File: src/rtl/fetch_pc_gen.sv
// ----------------------------------------------------------------------------
// fetch_pc_gen
//
// Instruction-fetch address generator. It issues word-aligned fetch requests
// to the L1 instruction port and sends each accepted address to the branch
// predictor as a search. The registered prediction returned one cycle later
// steers the next fetch address. Execute-stage redirects take priority over
// everything else, flush the predictor and cost one bubble cycle.
//
// Optional feature macro: MIST1032ISA_FETCH_BRANCH_PREDICT_EN
//   defined   : predictor search/lock/taken outputs are live and a taken
//               prediction steers the next fetch address.
//   undefined : fetch is purely sequential (pc+4 or jump target). The search
//               strobe, lock and taken outputs stay 0, iPREDICT_* are ignored
//               and the flush pulse is still produced on a jump.
//
// Ports
//   iCLOCK, inRESET       : clock (rising edge), async active-low reset
//   iENABLE               : fetch runs while high
//   iJUMP_VALID/ADDR      : redirect from execute (ADDR[1:0] ignored)
//   oINST_REQ/ADDR        : fetch request and word-aligned address
//   oINST_PREDICT_TAKEN   : request address came from a predicted-taken target
//   iINST_BUSY            : fetch port stall; request and address are held
//   oPREDICT_SEARCH_STB   : predictor search strobe (one per accepted request)
//   oPREDICT_SEARCH_ADDR  : predictor search address (same as oINST_ADDR)
//   oPREDICT_LOCK         : freezes the predictor output latch during a stall
//   oPREDICT_FLUSH        : predictor flush pulse on a redirect
//   iPREDICT_VALID/BRANCH/ADDR : registered prediction, one cycle after search
// ----------------------------------------------------------------------------
module fetch_pc_gen #(
    parameter logic [31:0] P_RESET_VECTOR = 32'h0000_0000
) (
    input  logic        iCLOCK,
    input  logic        inRESET,
    input  logic        iENABLE,
    input  logic        iJUMP_VALID,
    input  logic [31:0] iJUMP_ADDR,
    output logic        oINST_REQ,
    output logic [31:0] oINST_ADDR,
    output logic        oINST_PREDICT_TAKEN,
    input  logic        iINST_BUSY,
    output logic        oPREDICT_SEARCH_STB,
    output logic [31:0] oPREDICT_SEARCH_ADDR,
    output logic        oPREDICT_LOCK,
    output logic        oPREDICT_FLUSH,
    input  logic        iPREDICT_VALID,
    input  logic        iPREDICT_BRANCH,
    input  logic [31:0] iPREDICT_ADDR
);

    typedef enum logic [1:0] {
        ST_IDLE     = 2'd0,
        ST_FETCH    = 2'd1,
        ST_REDIRECT = 2'd2
    } state_t;

    state_t      r_state;
    state_t      w_state_next;

    // r_pc always holds the address presented in the previous cycle, so it is
    // both the base for pc+4 after an accept and the held address during a
    // stall (the first post-accept choice is captured even when busy).
    logic [31:0] r_pc;
    logic        r_pend;
    logic        r_taken;

    logic        w_req;
    logic        w_accept;
    logic        w_taken;
    logic [31:0] w_next_addr;
    logic [31:0] w_pc_inc;

    assign w_pc_inc = r_pc + 32'd4;

    always_comb begin
        w_next_addr = r_pc;
        w_taken     = r_taken;
        if (r_pend) begin
            w_next_addr = w_pc_inc;
            w_taken     = 1'b0;
`ifdef MIST1032ISA_FETCH_BRANCH_PREDICT_EN
            if (iPREDICT_VALID && iPREDICT_BRANCH) begin
                w_next_addr = {iPREDICT_ADDR[31:2], 2'b00};
                w_taken     = 1'b1;
            end
`endif
        end
    end

    // A jump in the same cycle suppresses the request outright.
    assign w_req    = (r_state == ST_FETCH) && !iJUMP_VALID;
    assign w_accept = w_req && !iINST_BUSY;

    assign oINST_REQ            = w_req;
    assign oINST_ADDR           = w_next_addr;
    assign oPREDICT_SEARCH_ADDR = w_next_addr;
    assign oPREDICT_FLUSH       = iJUMP_VALID;
    assign oINST_PREDICT_TAKEN  = w_req && w_taken;

`ifdef MIST1032ISA_FETCH_BRANCH_PREDICT_EN
    assign oPREDICT_SEARCH_STB = w_accept;
    assign oPREDICT_LOCK       = w_req && iINST_BUSY;

    logic w_unused_low_bits;
    assign w_unused_low_bits = ^{iJUMP_ADDR[1:0], iPREDICT_ADDR[1:0]};
`else
    assign oPREDICT_SEARCH_STB = 1'b0;
    assign oPREDICT_LOCK       = 1'b0;

    logic w_unused_predict;
    assign w_unused_predict = ^{iJUMP_ADDR[1:0], iPREDICT_VALID,
                                iPREDICT_BRANCH, iPREDICT_ADDR};
`endif

    always_comb begin
        w_state_next = r_state;
        if (iJUMP_VALID) begin
            w_state_next = ST_REDIRECT;
        end else begin
            case (r_state)
                ST_IDLE: begin
                    if (iENABLE) w_state_next = ST_FETCH;
                end
                ST_FETCH: begin
                    // A stalled request must complete before going idle.
                    if (!iENABLE && !iINST_BUSY) w_state_next = ST_IDLE;
                end
                ST_REDIRECT: begin
                    w_state_next = iENABLE ? ST_FETCH : ST_IDLE;
                end
                default: w_state_next = ST_IDLE;
            endcase
        end
    end

    always_ff @(posedge iCLOCK or negedge inRESET) begin
        if (!inRESET) begin
            r_state <= ST_IDLE;
        end else begin
            r_state <= w_state_next;
        end
    end

    always_ff @(posedge iCLOCK or negedge inRESET) begin
        if (!inRESET) begin
            r_pc    <= P_RESET_VECTOR;
            r_pend  <= 1'b0;
            r_taken <= 1'b0;
        end else if (iJUMP_VALID) begin
            // Any prediction in flight is discarded; the target is fetched
            // after the redirect bubble (or when enable rises).
            r_pc    <= {iJUMP_ADDR[31:2], 2'b00};
            r_pend  <= 1'b0;
            r_taken <= 1'b0;
        end else begin
            r_pc    <= w_next_addr;
            r_pend  <= w_accept;
            r_taken <= w_taken;
        end
    end

endmodule

File: config.mk
export PLATFORM = sky130hd
export DESIGN_NAME = fetch_pc_gen
export DESIGN_NICKNAME = d
export VERILOG_FILES = /design/src/rtl/fetch_pc_gen.sv
export SDC_FILE = /design/constraint.sdc
export NUM_CORES = 1
export LEC_CHECK = 0
export CAP_MARGIN = 20
export CELL_PAD_IN_SITES_DETAIL_PLACEMENT = 1
export CELL_PAD_IN_SITES_GLOBAL_PLACEMENT = 1
export CORE_MARGIN = 2
export CORE_UTILIZATION = 28
export CTS_BUF_LIST = sky130_fd_sc_hd__clkbuf_8 sky130_fd_sc_hd__clkbuf_16
export CTS_CLUSTER_SIZE = 14
export DETAILED_ROUTE_END_ITERATION = 7
export PLACE_DENSITY = 0.95
export SLEW_MARGIN = 40
export SYNTH_ARGS = -nofsm -noshare
export SYNTH_HDL_FRONTEND = slang
export SYNTH_SLANG_ARGS = --single-unit
File: constraint.sdc
create_clock -name iCLOCK -period 4.75 [get_ports iCLOCK]
set_clock_uncertainty 0.1 [all_clocks]
set_input_delay 1.1875 -clock iCLOCK [delete_from_list [all_inputs] [get_ports iCLOCK]]
set_output_delay 1.1875 -clock iCLOCK [all_outputs]
set_load 0.02 [all_outputs]
Figure 1. Where the registers sit.
Drawn at 6 px/um. Other sequential cells in the stronger gray, the rest of the logic in the fainter gray.
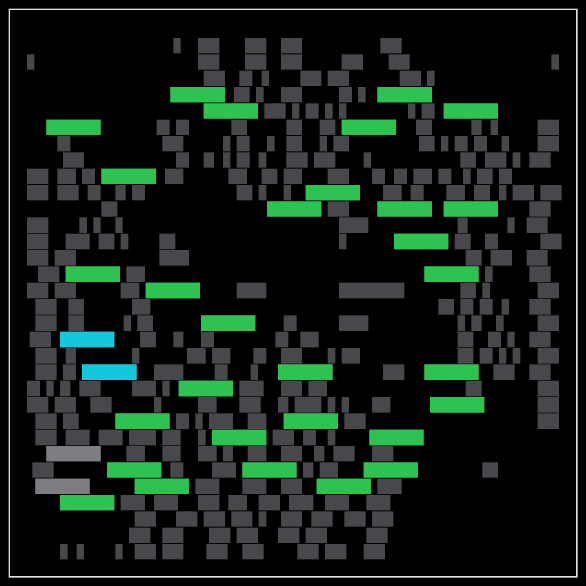
[`r_pc`] green | placed flops: 30
[`r_state`] cyan | placed flops: 2

Figure 2. Signal wires on met3.
Drawn at 4 px/um.
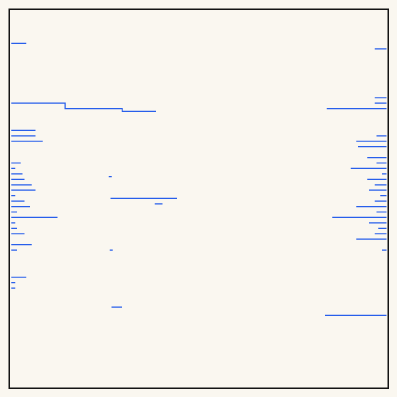
wire length on this layer: 260 um
nets with wire on the layer: 51

==> reports/metrics.yaml <==
grt:
  first_global_vias: 2111
  grt.met3_usage_pct: 2.55
  grt_max_degree: 37
  gr_met2_demand_resource_pct: 27.4
final_layout:
  fillCellCount: 897
  lay_top_count: "clkdlybuf4s50_1"
  sh_comb_area_pct: 34.6
  n_antenna_cell: 0
  largest_cell_class: "multi-input combinational cells"
  reg_top3: "r_pc: 30 flops, r_state: 2 flops"
  layout.clock.cell_area_share_pct: 3.46
yosys:
  ys_top_cells_by_area: "dfrtp_1 (37%), buf_4 (12%), mux2_2 (6.9%)"
  yosys.area_share.adder_pct: 0.547
  synth.cells.most_frequent: "buf_4 (37), dfrtp_1 (34), nand2_1 (27), nor2_1 (16), mux2_2 (14)"
  ys_types: 39
  ys.warnings.count: 0
  yosys_area_um2: 2290
  synth_top_flop_cell: "dfrtp_1"
  synth_simple_gate_area_share_pct: 23.3
  ys_cells: 250
drt:
  met3RoutedLength_um: 260
  top_layer: "met4"
  met2RoutedLength_um: 3450
  remaining_drc_errors: 0
min_path:
  hold-path-cell-count: 1
  timing.hold.worst.class: "register to register"
outcome:
  outcome: "completed"
floorplan:
  die.size.x_um: 94.4
  row_count: 32
final_timing:
  slew_headroom_pct: 55.4
  final.period_utilization_pct: 94.4
  max_slew.worst_pin.slew_ns: 0.667
clock_tree:
  cts.clk_slew.worst_paths_ns: 0.08
power:
  clock_power_share_pct: 29.5
  comb_cell_power_w: 0.000295
  fin_total_pwr_w: 0.000909
setup_path:
  crit_arrival_ns: 3.20
  timing.critical_path.to_type: "output pin"
  cp_num_buf_inv: 1
  criticalPathCategory: "register to output pin"
flow_run:
  maxCapViolCount: 0
placement:
  finalWeightedCongestion: 0.779
Power is estimated from default activity; no workload was simulated.
